Figure 1. M2 wires.
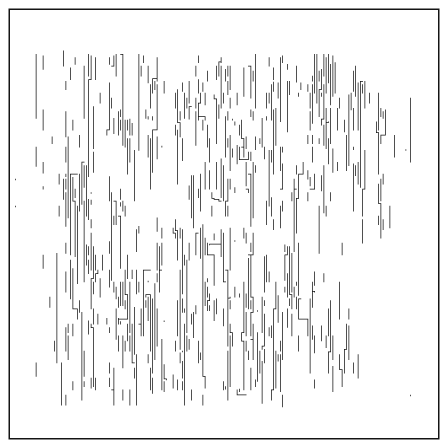
Figure 2. The metal 1 layer.
Supply wires on this layer in gray.
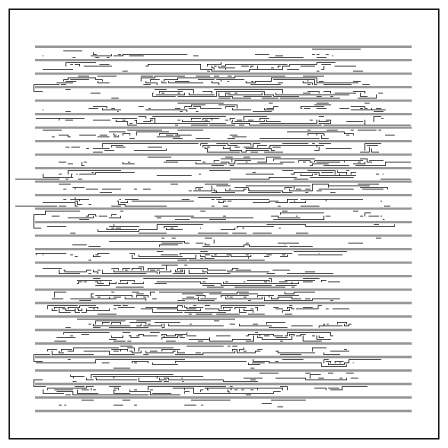
Figure 3. Met3 routing.
Bar = 20 um.
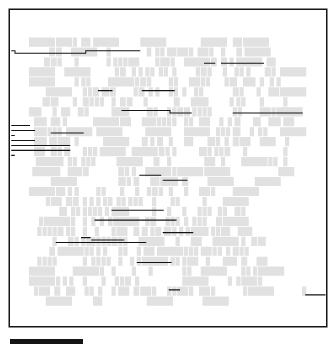
Figure 4. Gate-type map.
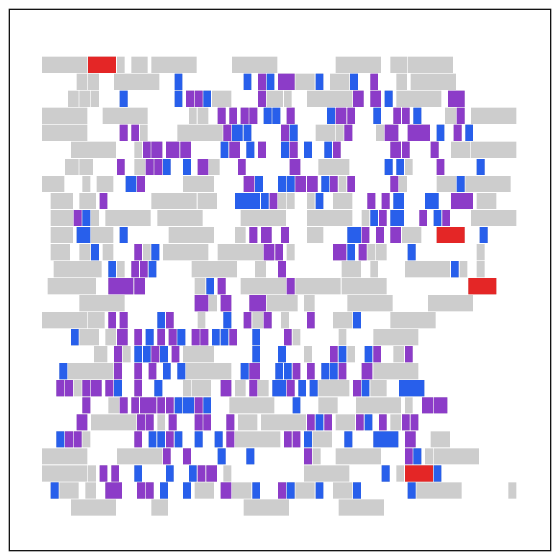
<file path="config.mk">
export PLATFORM = sky130hd
export DESIGN_NAME = app_go_button_ui
export DESIGN_NICKNAME = d
export VERILOG_FILES = /design/src/rtl/app_ui_pkg.sv /design/src/rtl/button_debouncer.sv /design/src/rtl/app_go_button_ui.sv
export SDC_FILE = /design/constraint.sdc
export NUM_CORES = 1
export LEC_CHECK = 0
export ABC_AREA = 1
export CAP_MARGIN = 20
export CORE_MARGIN = 5
export CORE_UTILIZATION = 50
export DETAILED_ROUTE_END_ITERATION = 8
export PLACE_DENSITY_LB_ADDON = 0.12
export SLEW_MARGIN = 10
export SYNTH_ARGS = -nofsm -noshare
export SYNTH_HDL_FRONTEND = slang
export SYNTH_SLANG_ARGS = --single-unit
</file>
<file path="constraint.sdc">
create_clock -name clock -period 1.8 [get_ports clock]
set_input_delay 0.36 -clock clock [delete_from_list [all_inputs] [get_ports clock]]
set_output_delay 0.36 -clock clock [all_outputs]
set_load 0.02 [all_outputs]
</file>
<file path="src/rtl/app_ui_pkg.sv">
// Shared types and default constants for the GO-button user interface.
package app_ui_pkg;

    typedef enum logic [1:0] {
        StIdle = 2'd0,
        StGo   = 2'd1,
        StRun  = 2'd2,
        StBad  = 2'd3
    } ui_state_t;

    localparam int unsigned DebounceCyclesDefault  = 1000000;   // 20 ms at 50 MHz
    localparam int unsigned BlinkHalfPeriodDefault = 12500000;  // 250 ms at 50 MHz
    localparam int unsigned GoTimeoutCyclesDefault = 50000000;  // 1 s at 50 MHz

endpackage

</file>
<file path="src/rtl/button_debouncer.sv">
// Two-flop synchronizer and debouncer for an active-low push button.
// Emits a single press pulse per accepted released->pressed transition.
module button_debouncer
    import app_ui_pkg::*;
#(
    parameter int unsigned DEBOUNCE_CYCLES = DebounceCyclesDefault
) (
    input  logic clock,
    input  logic reset,
    input  logic button_n,
    output logic level_n,
    output logic press
);

    localparam int unsigned CntW = $clog2(DEBOUNCE_CYCLES) + 1;
    localparam logic [CntW-1:0] CntMax = CntW'(DEBOUNCE_CYCLES);

    logic [1:0]      sync_q;
    logic            sync_lvl;
    logic            acc_q, acc_d;
    logic [CntW-1:0] cnt_q, cnt_d;
    logic            press_q, press_d;
    logic            armed_q, armed_d;
    logic [1:0]      settle_q, settle_d;

    assign sync_lvl = sync_q[1];

    always_comb begin
        cnt_d    = cnt_q;
        acc_d    = acc_q;
        press_d  = 1'b0;
        armed_d  = armed_q;
        settle_d = settle_q;
        if (settle_q != 2'd2) begin
            settle_d = settle_q + 2'd1;
        end
        if (sync_lvl == acc_q) begin
            cnt_d = '0;
        end else if (cnt_q == CntMax) begin
            acc_d   = sync_lvl;
            cnt_d   = '0;
            press_d = armed_q && !sync_lvl;
        end else begin
            cnt_d = cnt_q + 1'b1;
        end
        // Arm only once a genuine released sample has passed the reset-preloaded flops,
        // so a button held through reset cannot generate a press.
        if ((settle_q == 2'd2) && sync_lvl && acc_q) begin
            armed_d = 1'b1;
        end
    end

    always_ff @(posedge clock) begin
        if (reset) begin
            sync_q   <= 2'b11;
            acc_q    <= 1'b1;
            cnt_q    <= '0;
            press_q  <= 1'b0;
            armed_q  <= 1'b0;
            settle_q <= 2'd0;
        end else begin
            sync_q   <= {sync_q[0], button_n};
            acc_q    <= acc_d;
            cnt_q    <= cnt_d;
            press_q  <= press_d;
            armed_q  <= armed_d;
            settle_q <= settle_d;
        end
    end

    assign level_n = acc_q;
    assign press   = press_q;

endmodule

</file>
<file path="src/rtl/app_go_button_ui.sv">
// GO-button UI: debounced press requests the application to start, LED shows activity.
// Optional GO acknowledge timeout is built when APP_UI_GO_TIMEOUT_EN is defined.
module app_go_button_ui
    import app_ui_pkg::*;
#(
    parameter int unsigned DEBOUNCE_CYCLES   = DebounceCyclesDefault,
    parameter int unsigned BLINK_HALF_PERIOD = BlinkHalfPeriodDefault,
    parameter int unsigned GO_TIMEOUT_CYCLES = GoTimeoutCyclesDefault
) (
    input  logic       clock,
    input  logic       reset,
    input  logic       button_n,
    input  logic       application_active,
    output logic       application_go,
    output logic       status_led,
    output logic [1:0] ui_state,
    output logic       go_timeout
);

    localparam int unsigned BlinkW = $clog2(BLINK_HALF_PERIOD) + 1;
    localparam logic [BlinkW-1:0] BlinkLast = BlinkW'(BLINK_HALF_PERIOD - 1);

    logic              level_n;
    logic              press;
    ui_state_t         state_q, state_d;
    logic [BlinkW-1:0] blink_cnt_q, blink_cnt_d;
    logic              led_q, led_d;

    button_debouncer #(
        .DEBOUNCE_CYCLES(DEBOUNCE_CYCLES)
    ) u_debouncer (
        .clock   (clock),
        .reset   (reset),
        .button_n(button_n),
        .level_n (level_n),
        .press   (press)
    );

`ifdef APP_UI_GO_TIMEOUT_EN
    localparam int unsigned ToW = $clog2(GO_TIMEOUT_CYCLES) + 1;
    localparam logic [ToW-1:0] ToLast = ToW'(GO_TIMEOUT_CYCLES - 1);

    logic [ToW-1:0] to_cnt_q, to_cnt_d;
    logic           go_timeout_q, go_timeout_d;
`endif

    always_comb begin
        state_d = state_q;
`ifdef APP_UI_GO_TIMEOUT_EN
        go_timeout_d = 1'b0;
        to_cnt_d     = (state_q == StGo) ? to_cnt_q + 1'b1 : '0;
`endif
        case (state_q)
            StIdle: begin
                // An already-running application wins over a simultaneous press.
                if (application_active) begin
                    state_d = StRun;
                end else if (press) begin
                    state_d = StGo;
                end
            end
            StGo: begin
                if (application_active) begin
                    state_d = StRun;
                end
`ifdef APP_UI_GO_TIMEOUT_EN
                else if (to_cnt_q == ToLast) begin
                    state_d      = StIdle;
                    go_timeout_d = 1'b1;
                    to_cnt_d     = '0;
                end
`endif
            end
            StRun: begin
                if (!application_active) begin
                    state_d = StIdle;
                end
            end
            default: state_d = StIdle;
        endcase
    end

    // Outside RUN the blink phase is held at its entry value so RUN always starts lit.
    always_comb begin
        blink_cnt_d = '0;
        led_d       = 1'b1;
        if (state_q == StRun) begin
            if (blink_cnt_q == BlinkLast) begin
                blink_cnt_d = '0;
                led_d       = !led_q;
            end else begin
                blink_cnt_d = blink_cnt_q + 1'b1;
                led_d       = led_q;
            end
        end
    end

    always_ff @(posedge clock) begin
        if (reset) begin
            state_q     <= StIdle;
            blink_cnt_q <= '0;
            led_q       <= 1'b0;
        end else begin
            state_q     <= state_d;
            blink_cnt_q <= blink_cnt_d;
            led_q       <= led_d;
        end
    end

`ifdef APP_UI_GO_TIMEOUT_EN
    always_ff @(posedge clock) begin
        if (reset) begin
            to_cnt_q     <= '0;
            go_timeout_q <= 1'b0;
        end else begin
            to_cnt_q     <= to_cnt_d;
            go_timeout_q <= go_timeout_d;
        end
    end

    assign go_timeout = go_timeout_q;
`else
    assign go_timeout = 1'b0;
`endif

    assign application_go = (state_q == StGo);
    assign status_led     = (state_q == StGo) || ((state_q == StRun) && led_q);
    assign ui_state       = state_q;

    logic unused_level;
    assign unused_level = level_n;

endmodule
</file>
==> impl_report.txt <==
PHYSICAL IMPLEMENTATION REPORT
----------------------------------------------------
[Place]
  Detailed-placement wirelength estimate ........................ 4510 um
  Number of placed instances with taps included ........................ 521
  Global placement routability congestion ........................ 0.849
  Number of buffers added on ports ........................ 7
  Cell Area, Placed ........................ 3080 um2
  Pre-CTS worst setup slack ........................ 0.0977 ns

[CTS]
  CTS Hold Bufs ........................ 0
  CTS clock-pin slew for the worst setup and hold paths ........................ 0.11 ns
  CTS tree ........................ done
  Cell resize tally after clock tree synthesis ........................ 4
  Clock Path Buffers ........................ 2
  Master cell of the clock root buffer ........................ sky130_fd_sc_hd__clkbuf_8
  Num CTS Buffers ........................ 5
  Worst-skew pair later-pin latency ........................ 0.32 ns
  Maximum level of the CTS H-tree ........................ 2

[Floorplan]
  Core region area ........................ 5570 um2
  Initial Utilization ........................ 52.2%
  Floorplan row count ........................ 27
  Number of top-level pins ........................ 9
  Chip area ........................ 7440 um2

[Critical path]
  Critical path endpoint category ........................ output port
  Worst setup path category ........................ reg2out
  Cells along the critical path ........................ buf_4, clkdlybuf4s50_1
  Maximum cell stage delay along the critical path ........................ 0.60 ns
  Worst path arrival time ........................ 1.37 ns
  Number of cells traversed by the worst register-to-register path ........................ 8
  Reg2reg setup slack ........................ 0.22 ns
  Required time worst endpoint ........................ 1.44 ns
  Critical path destination ........................ ui_state[0]
  Reg-to-Reg Start ........................ u_debouncer.cnt_q[0]
  Startpoint Class ........................ flip-flop
  Crit-path slowest cell ........................ sky130_fd_sc_hd__clkdlybuf4s50_1

[Run status]
  Outcome ........................ completed

[Pwr]
  Combinational power share ........................ 4.5%
  Power drawn by the combinational cells ........................ 94.0 uW
  Group drawing the most power ........................ registers
  Sequential share of power ........................ 61.1%
  Power drawn by the clock network ........................ 724 uW
  Power density relative to cell area ........................ 663 nW/um2
  Total power after layout ........................ 2100 uW
  Sw Ratio ........................ 24.2%
  Total sequential power ........................ 1290 uW
  Clock power share ........................ 34.4%
  Leak ........................ 0.00101 uW

[Timing]
  # setup viols final ........................ 0
  Final period util ........................ 96.4%
  Clock skew after layout ........................ 0.00936 ns
  Final Hold Viols ........................ 0
  Sum of negative setup slack ........................ 0 ns
  Max frequency ........................ 577 MHz
  Number of slew-limit violations in the final report ........................ 0
  Minimum hold slack ........................ 0.425 ns
  Minimum period implied by the final worst setup slack ........................ 1.73 ns
  Setup repair after global routing missed its margin ........................ false

[Global routing]
  Number of global-route vias before repair ........................ 2421
  Number of antenna violations at the first check in global routing ........................ 0
  Pin count of the biggest net entering global routing ........................ 26
  Aggregate global routing overflow ........................ 0
  Wire length of the first global-routing pass ........................ 10800 um
  Overall global routing resource usage ........................ 17.6%

[Synth]
  Largest family of logic cells by area ........................ simple AND/OR/NAND/NOR gates
  Number of instances in the synthesized netlist ........................ 441
  Top cells by area in the synthesized netlist ........................ sky130_fd_sc_hd__dfxtp_1 39%, sky130_fd_sc_hd__nand2_1 16%, sky130_fd_sc_hd__nor2_1 14%
  Most numerous cell in the Yosys netlist ........................ sky130_fd_sc_hd__nand2_1
  Most common library cells after synthesis ........................ 123 x sky130_fd_sc_hd__nand2_1, 106 x sky130_fd_sc_hd__nor2_1, 56 x sky130_fd_sc_hd__dfxtp_1
  Post-synthesis share of cell area spent on and-or and or-and gates ........................ 4.99%
  Yosys warning count ........................ 0
  Chip area line of the yosys report ........................ 2910 um2
  Yosys adder share ........................ 1.72%
  Simple Share, Synth ........................ 41.2%
  Unique cell type count in the Yosys netlist ........................ 27
  Post-synth EDFFs ........................ 0
  Cell total in the yosys stat output ........................ 441
  Average cell area after synthesis ........................ 6.60 um2
  Leading area contributor after synthesis ........................ sky130_fd_sc_hd__dfxtp_1

[Min path]
  Min-Delay Startpoint ........................ u_debouncer.sync_q[0]
  Number of cells traversed by the worst hold path ........................ 1
  Worst Hold Class ........................ reg2reg

[Flow run]
  Count of warning messages emitted by the tools ........................ 27

[Final layout]
  Area added between synthesis and finish ........................ 9.08%
  Final cell utilization of the core ........................ 56.9%
  Count of fill cells added during filler insertion ........................ 572
  Area taken by flip-flops and latches ........................ 1120 um2
  Share of layout cells above drive strength 1 ........................ 7.00%
  Final #Nets ........................ 464
  Area taken by multi-input logic gates ........................ 1580 um2
  Design area ........................ 3170 um2

[Routing]
  Residual antenna-violating net count after detailed routing ........................ 0
  Routed vias/inst ........................ 4.85
  Router iterations before antenna repair ........................ 5
  Initial detailed-routing violation count ........................ 197

----------------------------------------------------
Back to the opening pictures, Figure 1:
share of all routed wire = 41%
longest straight run = 30.6 um
Via Count: 2567
final routed wirelength across all metal layers: 5920 um
global routing usage on met2: 26.6%

Back to the opening pictures, Figure 2:
main direction = horizontal
wire length on this layer = 3150 um
M1 GR Usage: 25.6%

Back to the opening pictures, Figure 3:
nets with wire on the layer = 21
share of all routed wire = 4.6%
main direction = horizontal
met3 Use GR: 3.52%

Back to the opening pictures, Figure 4:
NAND gates -> purple  # cells 163, most used nand2_1
NOR gates -> blue  # cells 118, most used nor2_1
adder and majority cells -> red  # cells 4, most used ha_1
Non-Filler Instances: 529
highest-count logic cell in the final layout: sky130_fd_sc_hd__nand2_1
combinational share of cell area: 49.8%

## layer usage
layer	vias up	GRT usage (%)	wire length [um]
met5	-	0	0
met4	0	4.25	66
met3	7	3.52	269
met2	40	26.6	2440
met1	1122	25.6	3150
li1	1398	-	-
## worst max-delay path, delay by kind of cell (launching register included)
| kind | cells | cell delay [ns] |
|---|---|---|
| buffers and inverters | 2 | 0.71 |
| flip-flops | 1 | 0.35 |
## layout make-up
class	count	area share [%]
sequential	56	35.4
clock inverter	3	0.828
timing repair buffer	13	3.82
clock buffer	5	2.17
tap	72	2.84
inverter	43	5.09
multi-input combinational	337	49.8
Power is estimated from default activity; no workload was simulated.
